--- src/rtl/presubaddor_pkg.sv ---
// Shared types and helpers for the pre-add/sub multiply-accumulate pipeline.
// The clamp helper is only used when PRESUBADDOR_SAT_EN is defined.
package presubaddor_pkg;

   typedef enum logic {
      PREOP_SUB = 1'b0,
      PREOP_ADD = 1'b1
   } preop_e;

   localparam int SAT_MAX_W = 128;

   function automatic int pre_w(input int w);
      return w + 1;
   endfunction

   function automatic int prod_w(input int w);
      return 2 * w + 2;
   endfunction

   // Clamp a sign-extended accumulator into the w-bit signed or unsigned range
   function automatic logic [SAT_MAX_W-1:0] sat_clamp(
      input logic signed [SAT_MAX_W-1:0] v,
      input int                          w,
      input bit                          sgn
   );
      logic signed [SAT_MAX_W-1:0] one;
      logic signed [SAT_MAX_W-1:0] hi;
      logic signed [SAT_MAX_W-1:0] lo;
      one = 1;
      hi  = sgn ? (one <<< (w - 1)) - one : (one <<< w) - one;
      lo  = sgn ? -(one <<< (w - 1)) : '0;
      if (v > hi) return hi;
      if (v < lo) return lo;
      return v;
   endfunction

endpackage

--- src/rtl/presubaddor_delay.sv ---
// Parametrised register chain with its own reset-cleared valid bit.
// DEPTH = 0 degenerates to a plain wire pass-through.
module presubaddor_delay #(
   parameter int DATA_W = 8,
   parameter int DEPTH  = 1
) (
   input  logic              clk,
   input  logic              rst_n,
   input  logic              in_valid,
   input  logic [DATA_W-1:0] in_data,
   output logic              out_valid,
   output logic [DATA_W-1:0] out_data
);

   generate
      if (DEPTH == 0) begin : g_pass
         logic unused_clk;
         assign unused_clk = clk ^ rst_n;
         assign out_valid  = in_valid;
         assign out_data   = in_data;
      end else begin : g_chain
         logic [DEPTH-1:0]  vld;
         logic [DATA_W-1:0] dat [DEPTH];

         always_ff @(posedge clk or negedge rst_n) begin
            if (!rst_n) begin
               vld <= '0;
               for (int i = 0; i < DEPTH; i++) dat[i] <= '0;
            end else begin
               vld[0] <= in_valid;
               dat[0] <= in_data;
               for (int i = 1; i < DEPTH; i++) begin
                  vld[i] <= vld[i-1];
                  dat[i] <= dat[i-1];
               end
            end
         end

         assign out_valid = vld[DEPTH-1];
         assign out_data  = dat[DEPTH-1];
      end
   endgenerate

endmodule

--- src/rtl/presubaddor_acc_pipe.sv ---
// ((d +/- a) * b) + c multiply-add / accumulate pipeline, STAGES cycles deep.
// Define PRESUBADDOR_SAT_EN to clamp out instead of truncating it.
module presubaddor_acc_pipe
   import presubaddor_pkg::*;
#(
   parameter int WIDTH  = 10,
   parameter int STAGES = 2,
   parameter int SIGNED = 0,
   parameter int ACC_W  = 2 * WIDTH + 4
) (
   input  logic             clk,
   input  logic             rst_n,
   input  logic             in_valid,
   input  logic             mode,
   input  logic             acc_mode,
   input  logic [WIDTH-1:0] a,
   input  logic [WIDTH-1:0] b,
   input  logic [WIDTH-1:0] c,
   input  logic [WIDTH-1:0] d,
   output logic [WIDTH-1:0] out,
   output logic             out_valid
);

   localparam int PW = pre_w(WIDTH);
   localparam int MW = prod_w(WIDTH);
   localparam int BW = MW + PW + 1;

   logic signed [PW-1:0] a_x, b_x, c_x, d_x, pre;
   logic signed [MW-1:0] prod;

   assign a_x = (SIGNED != 0) ? {a[WIDTH-1], a} : {1'b0, a};
   assign b_x = (SIGNED != 0) ? {b[WIDTH-1], b} : {1'b0, b};
   assign c_x = (SIGNED != 0) ? {c[WIDTH-1], c} : {1'b0, c};
   assign d_x = (SIGNED != 0) ? {d[WIDTH-1], d} : {1'b0, d};

   assign pre  = (preop_e'(mode) == PREOP_ADD) ? d_x + a_x : d_x - a_x;
   assign prod = pre * b_x;

   logic                 f_valid;
   logic                 f_accm;
   logic signed [MW-1:0] f_prod;
   logic signed [PW-1:0] f_c;

   generate
      if (STAGES == 1) begin : g_comb
         assign f_valid = in_valid;
         assign f_accm  = acc_mode;
         assign f_prod  = prod;
         assign f_c     = c_x;
      end else begin : g_reg
         logic          s_valid;
         logic [BW-1:0] s_data;
         logic [BW-1:0] t_data;

         always_ff @(posedge clk or negedge rst_n) begin
            if (!rst_n) begin
               s_valid <= 1'b0;
               s_data  <= '0;
            end else begin
               s_valid <= in_valid;
               if (in_valid) s_data <= {prod, c_x, acc_mode};
            end
         end

         presubaddor_delay #(
            .DATA_W (BW),
            .DEPTH  (STAGES - 2)
         ) u_delay (
            .clk       (clk),
            .rst_n     (rst_n),
            .in_valid  (s_valid),
            .in_data   (s_data),
            .out_valid (f_valid),
            .out_data  (t_data)
         );

         assign {f_prod, f_c, f_accm} = t_data;
      end
   endgenerate

   logic signed [ACC_W-1:0] acc, prod_a, c_a;

   assign prod_a = ACC_W'(f_prod);
   assign c_a    = ACC_W'(f_c);

   always_ff @(posedge clk or negedge rst_n) begin
      if (!rst_n) begin
         acc       <= '0;
         out_valid <= 1'b0;
      end else begin
         out_valid <= f_valid;
         if (f_valid) acc <= f_accm ? acc + prod_a : prod_a + c_a;
      end
   end

`ifdef PRESUBADDOR_SAT_EN
   logic [SAT_MAX_W-1:0] sat;
   logic                 unused_sat;
   assign sat        = sat_clamp(SAT_MAX_W'(acc), WIDTH, SIGNED != 0);
   assign out        = sat[WIDTH-1:0];
   assign unused_sat = ^sat[SAT_MAX_W-1:WIDTH];
`else
   logic unused_hi;
   assign out       = acc[WIDTH-1:0];
   assign unused_hi = ^acc[ACC_W-1:WIDTH];
`endif

endmodule

--- config.mk ---
export PLATFORM = sky130hd
export DESIGN_NAME = presubaddor_acc_pipe
export DESIGN_NICKNAME = d
export VERILOG_FILES = /design/src/rtl/presubaddor_pkg.sv /design/src/rtl/presubaddor_delay.sv /design/src/rtl/presubaddor_acc_pipe.sv
export SDC_FILE = /design/constraint.sdc
export NUM_CORES = 1
export LEC_CHECK = 0
export CAP_MARGIN = 20
export CORE_MARGIN = 2
export CORE_UTILIZATION = 35
export CTS_CLUSTER_DIAMETER = 100
export DETAILED_ROUTE_END_ITERATION = 8
export HOLD_SLACK_MARGIN = 0.05
export PLACE_DENSITY = 0.62
export SLEW_MARGIN = 30
export SYNTH_ARGS = -nofsm -noshare
export SYNTH_HDL_FRONTEND = slang
export SYNTH_SLANG_ARGS = --single-unit
--- constraint.sdc ---
create_clock -name clk -period 2.2 [get_ports clk]
set_input_delay 0.44 -clock clk [delete_from_list [all_inputs] [get_ports clk]]
set_output_delay 0.44 -clock clk [all_outputs]
set_load 0.03 [all_outputs]
Fig. 1: run 1, gate families picked out
Bar = 20 um.
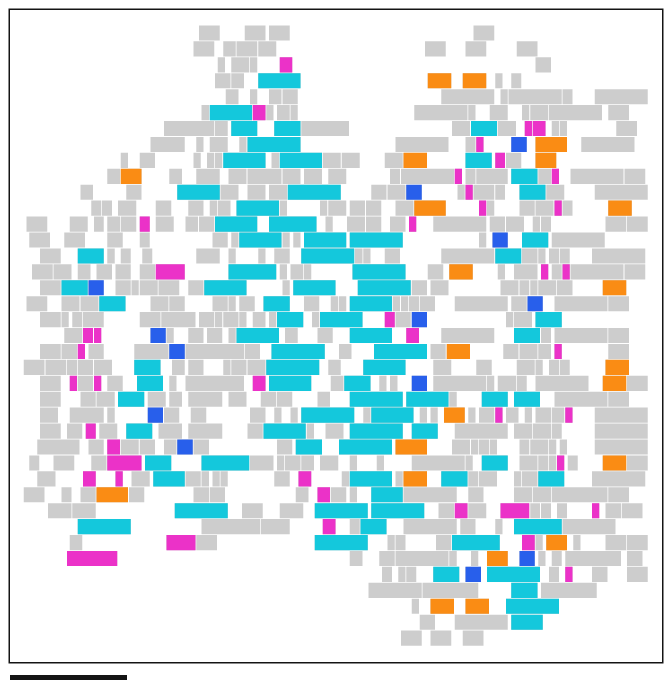
colour	family	cells	most used
blue	non-inverting ao/oa cells	13	a21o_1
cyan	fa/ha/maj cells	80	ha_1
orange	mux cells	22	mux2_2
magenta	nor cells	43	nor2_1
non-filler instance count after layout: 730
Comb area share: 0.5735

Fig. 2: run 1, signal wires on met1
Bar = 20 um. Supply wires on this layer in grey.
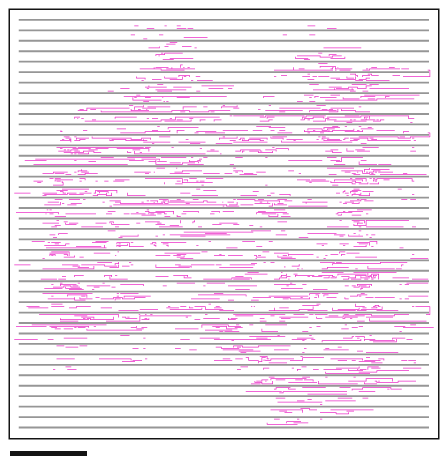
share of all routed wire	42%
wire length on this layer	3,820 um
longest straight run	29.4 um
nets with wire on the layer	639
final wirelength: 9.123 mm
DR vias: 3,451

==> flow_metrics.py, run 1 <==
# Generated from Yosys and OpenROAD reports
metrics = {
    "finish": {
        "top_register": "g_reg.s_data",
        "largest_reg_flops": 21,
        "largest_cell_class": "logic gates",
        "fillers": 1019,
        "comb_area_um2": 3476,
    },
    "setup_path": {
        "crit_type": "in2reg",
        "reg2reg_depth": 12,
        "critPathCaptureType": "flop",
        "path_buffers": 6,
    },
    "route": {
        "wl_met3_um": 232,
        "drc": 0,
        "viasPerCell": 4.727,
        "dr.pass1.iters": 6,
        "wl_met1_mm": 3.816,
    },
    "yosys": {
        "synthXorXnorAreaFrac": 0.1079,
        "yosys_warnings": 0,
        "ys_ff": 33,
        "synth-main-ff-cell": "dfrtp_1",
        "top_area_cell": "dfrtp_1",
        "ys_area_um2": 4035,
        "synthTopLogicFamily": "adder cells",
    },
    "sta": {
        "setup_tns_ns": -19.00,
        "rsz0062_at_grt": "yes",
        "setup_viol": 11,
        "hold_viol_final": 0,
        "final.setup.worst_slack_ns": -3.479,
        "clock.fmax_mhz": 176.1,
    },
    "clocking": {
        "tritoncts": "built",
    },
    "placement": {
        "place_congestion": 0.8242,
    },
    "floorplan": {
        "rows": 39,
        "chipHeight_um": 111.4,
        "num_tap_cells": 143,
    },
    "power": {
        "power_uw": 8914,
        "p_seq_frac": 0.114,
        "irDropWorstVdd_mv": 0.8330,
    },
    "global_routing": {
        "grt_pass1_vias": 3615,
        "grt_start_max_net_pins": 34,
    },
    "run": {
        "maxCapViolCount": 0,
    },
    "run_status": {
        "violations": "negative setup slack",
        "outcome": "finished, violations left",
    },
}
Fig. 3: run 1, congestion heat map
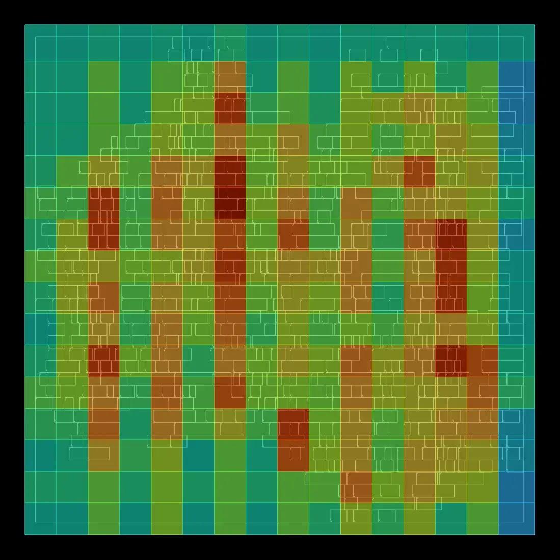
met1 Usage GRT: 0.1680
final core utilization: 0.5354
Tot GR Track Use: 0.1511
Most Crowded Layer GR: met2
wire per inst: 12.50 um

Fig. 4: run 1, zoomed window
Bar = 10 um. Window x 64 to 104, y 8 to 48 um. Cells in grey, sequential cells in the stronger grey; small squares are vias.
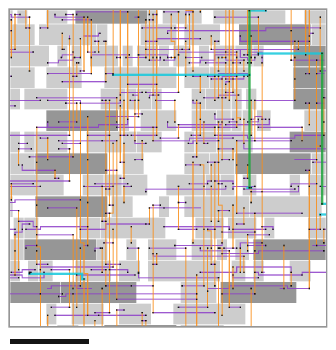
colour	layer
green	M4
purple	M1
cyan	M3
orange	M2
cells with their middle in the window	115
most frequent	inv_1 (14)
sequential cells in the window	12
netlist names of flops here include	g_reg.s_data (7), acc (5)

[run 1: worst max path at each step]
stage | end | from | slack (ns)
final | g_reg.s_data[21]$_DFFE_PN0P_ | a[1] | -3.48
after global routing | g_reg.s_data[21]$_DFFE_PN0P_ | a[0] | -3.79
after CTS | g_reg.s_data[21]$_DFFE_PN0P_ | a[1] | -3.54
after detailed placement | g_reg.s_data[21]$_DFFE_PN0P_ | a[1] | -4.15
after global placement | g_reg.s_data[21]$_DFFE_PN0P_ | a[1] | -4.05
after floorplan | g_reg.s_data[21]$_DFFE_PN0P_ | a[1] | -3.32
Fig. 5: run 1, signal wires on met3
Bar = 20 um.
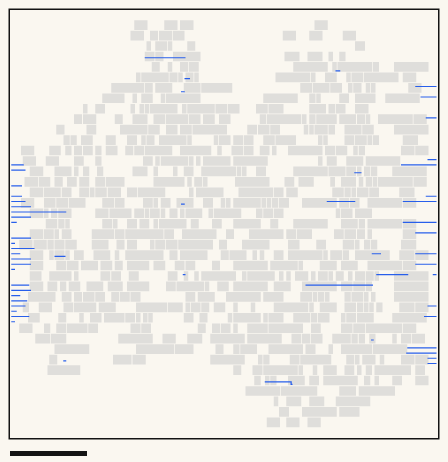

==> run 2: changes to the inputs <==
HOLD_SLACK_MARGIN = not set   (was 0.05)
PLACE_DENSITY = 0.6   (was 0.62)
clock period = 5.4 ns   (was 2.2 ns; I/O delays follow)
Fig. 6: run 2, signal wires on met3
Bar = 20 um.
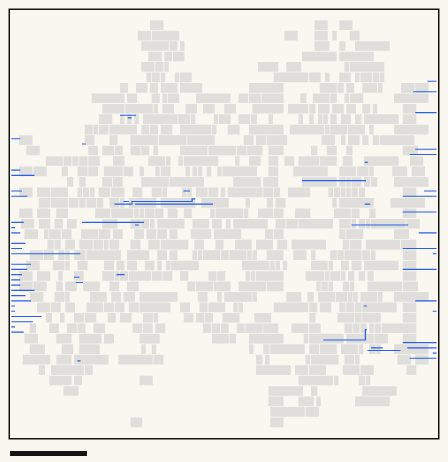
wire length on this layer	318 um
longest straight run	20.0 um
share of all routed wire	3.6%
main direction	horizontal
nets with wire on the layer	53
final wirelength: 8.828 mm
met3 Resource Use GR: 0.01742
DR vias: 3,434

Fig. 7: run 2, congestion heat map
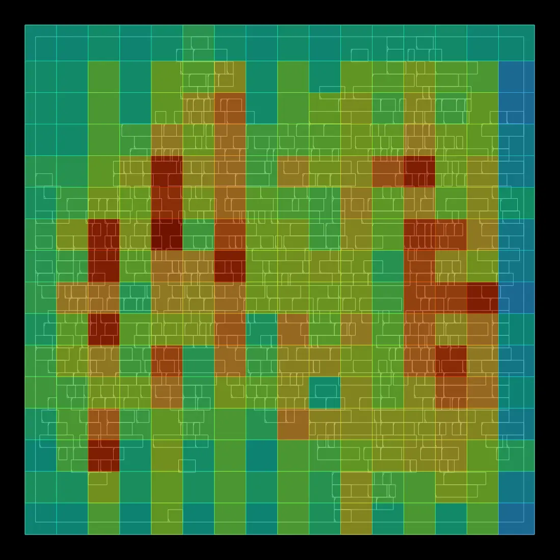
wire per inst: 12.31 um
met2 usage: 0.2951

Fig. 8: run 2, signal wires on met1
Bar = 20 um. Supply wires on this layer in grey.
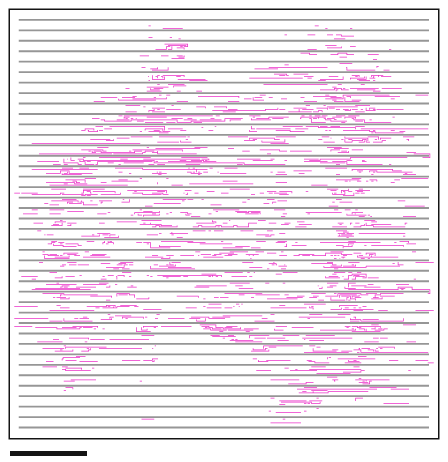
longest straight run	28.1 um
main direction	horizontal
wire length on this layer	3,680 um
met1 Usage GRT: 0.1680

==> flow_metrics.py, run 2 <==
# Generated from Yosys and OpenROAD reports
metrics = {
    "sta": {
        "clock.fmax_mhz": 157.5,
        "setup_viol": 4,
        "rsz0062_at_grt": "yes",
        "hold_viol_final": 0,
        "setup_tns_ns": -2.070,
        "final.setup.worst_slack_ns": -0.9496,
    },
    "route": {
        "wl_met3_um": 318,
        "viasPerCell": 4.789,
        "dr.pass1.iters": 4,
        "met2_length_mm": 4.651,
        "wl_met1_mm": 3.681,
        "drc": 0,
    },
    "yosys": {
        "top_area_cell": "dfrtp_1",
        "ys_ff": 33,
        "synthXorXnorAreaFrac": 0.1079,
        "ys_area_um2": 4035,
        "yosys_warnings": 0,
        "synth-main-ff-cell": "dfrtp_1",
        "ys_sh_aoi": 0.1116,
        "synthTopLogicFamily": "adder cells",
    },
    "run_status": {
        "violations": "negative setup slack",
        "outcome": "finished, violations left",
    },
    "finish": {
        "largest_cell_class": "logic gates",
        "seq_share": 0.1430,
        "fin_util": 0.5099,
        "comb_area_um2": 3266,
        "sh_comb_area": 0.5657,
        "clock_cell_area_share": 0.02731,
        "drive_gt1_frac": 0.2875,
        "fillers": 1072,
    },
    "power": {
        "power_uw": 3649,
        "irDropWorstVdd_mv": 0.3882,
    },
    "placement": {
        "dp_hpwl_mm": 7.250,
    },
    "floorplan": {
        "num_tap_cells": 143,
        "chipHeight_um": 111.4,
        "rows": 39,
    },
    "worst_hold_path": {
        "hp-start": "g_reg.s_data[9]$_DFFE_PN0P_",
    },
    "setup_path": {
        "critPathCaptureType": "flop",
        "crit_end": "g_reg.s_data[21]$_DFFE_PN0P_",
        "crit_type": "in2reg",
        "reg2reg_depth": 10,
        "path_buffers": 6,
        "crit_path_start": "a[1]",
    },
    "global_routing": {
        "busiest_layer": "met2",
        "grt_pass1_vias": 3723,
        "groute.usage.overall": 0.1500,
    },
    "clocking": {
        "worstSkewPairLatency_ns": 0.27,
        "tritoncts": "built",
    },
    "run": {
        "maxCapViolCount": 0,
    },
}
run 2: cell counts after synthesis:
Identical to the previous run, type by type.
run 2: worst reg2reg max path, stage by stage (launching register included):
cell	delay (ns)
dfrtp_1	0.40
ha_1	0.30
a21o_1	0.16
a21oi_1	0.22
o21ai_0	0.12
a21oi_1	0.25
o21ai_1	0.17
and4b_1	0.21
a311oi_1	0.31
mux2_2	0.37
o221ai_1	0.06
run 2: where the power goes:
group | internal, uW | switching, uW
sequential | 334 | 72.9
combinational | 1640 | 1310
clock | 195 | 97.8
total | 2170 | 1480
run 2: repair_timing:
action                     CTS  global route
gates resized               36            36
cloned                       0             0
setup buffers               12            10
setup endpoints to repair    5             4
pin swaps                   46            49
Power is estimated from default activity; no workload was simulated.
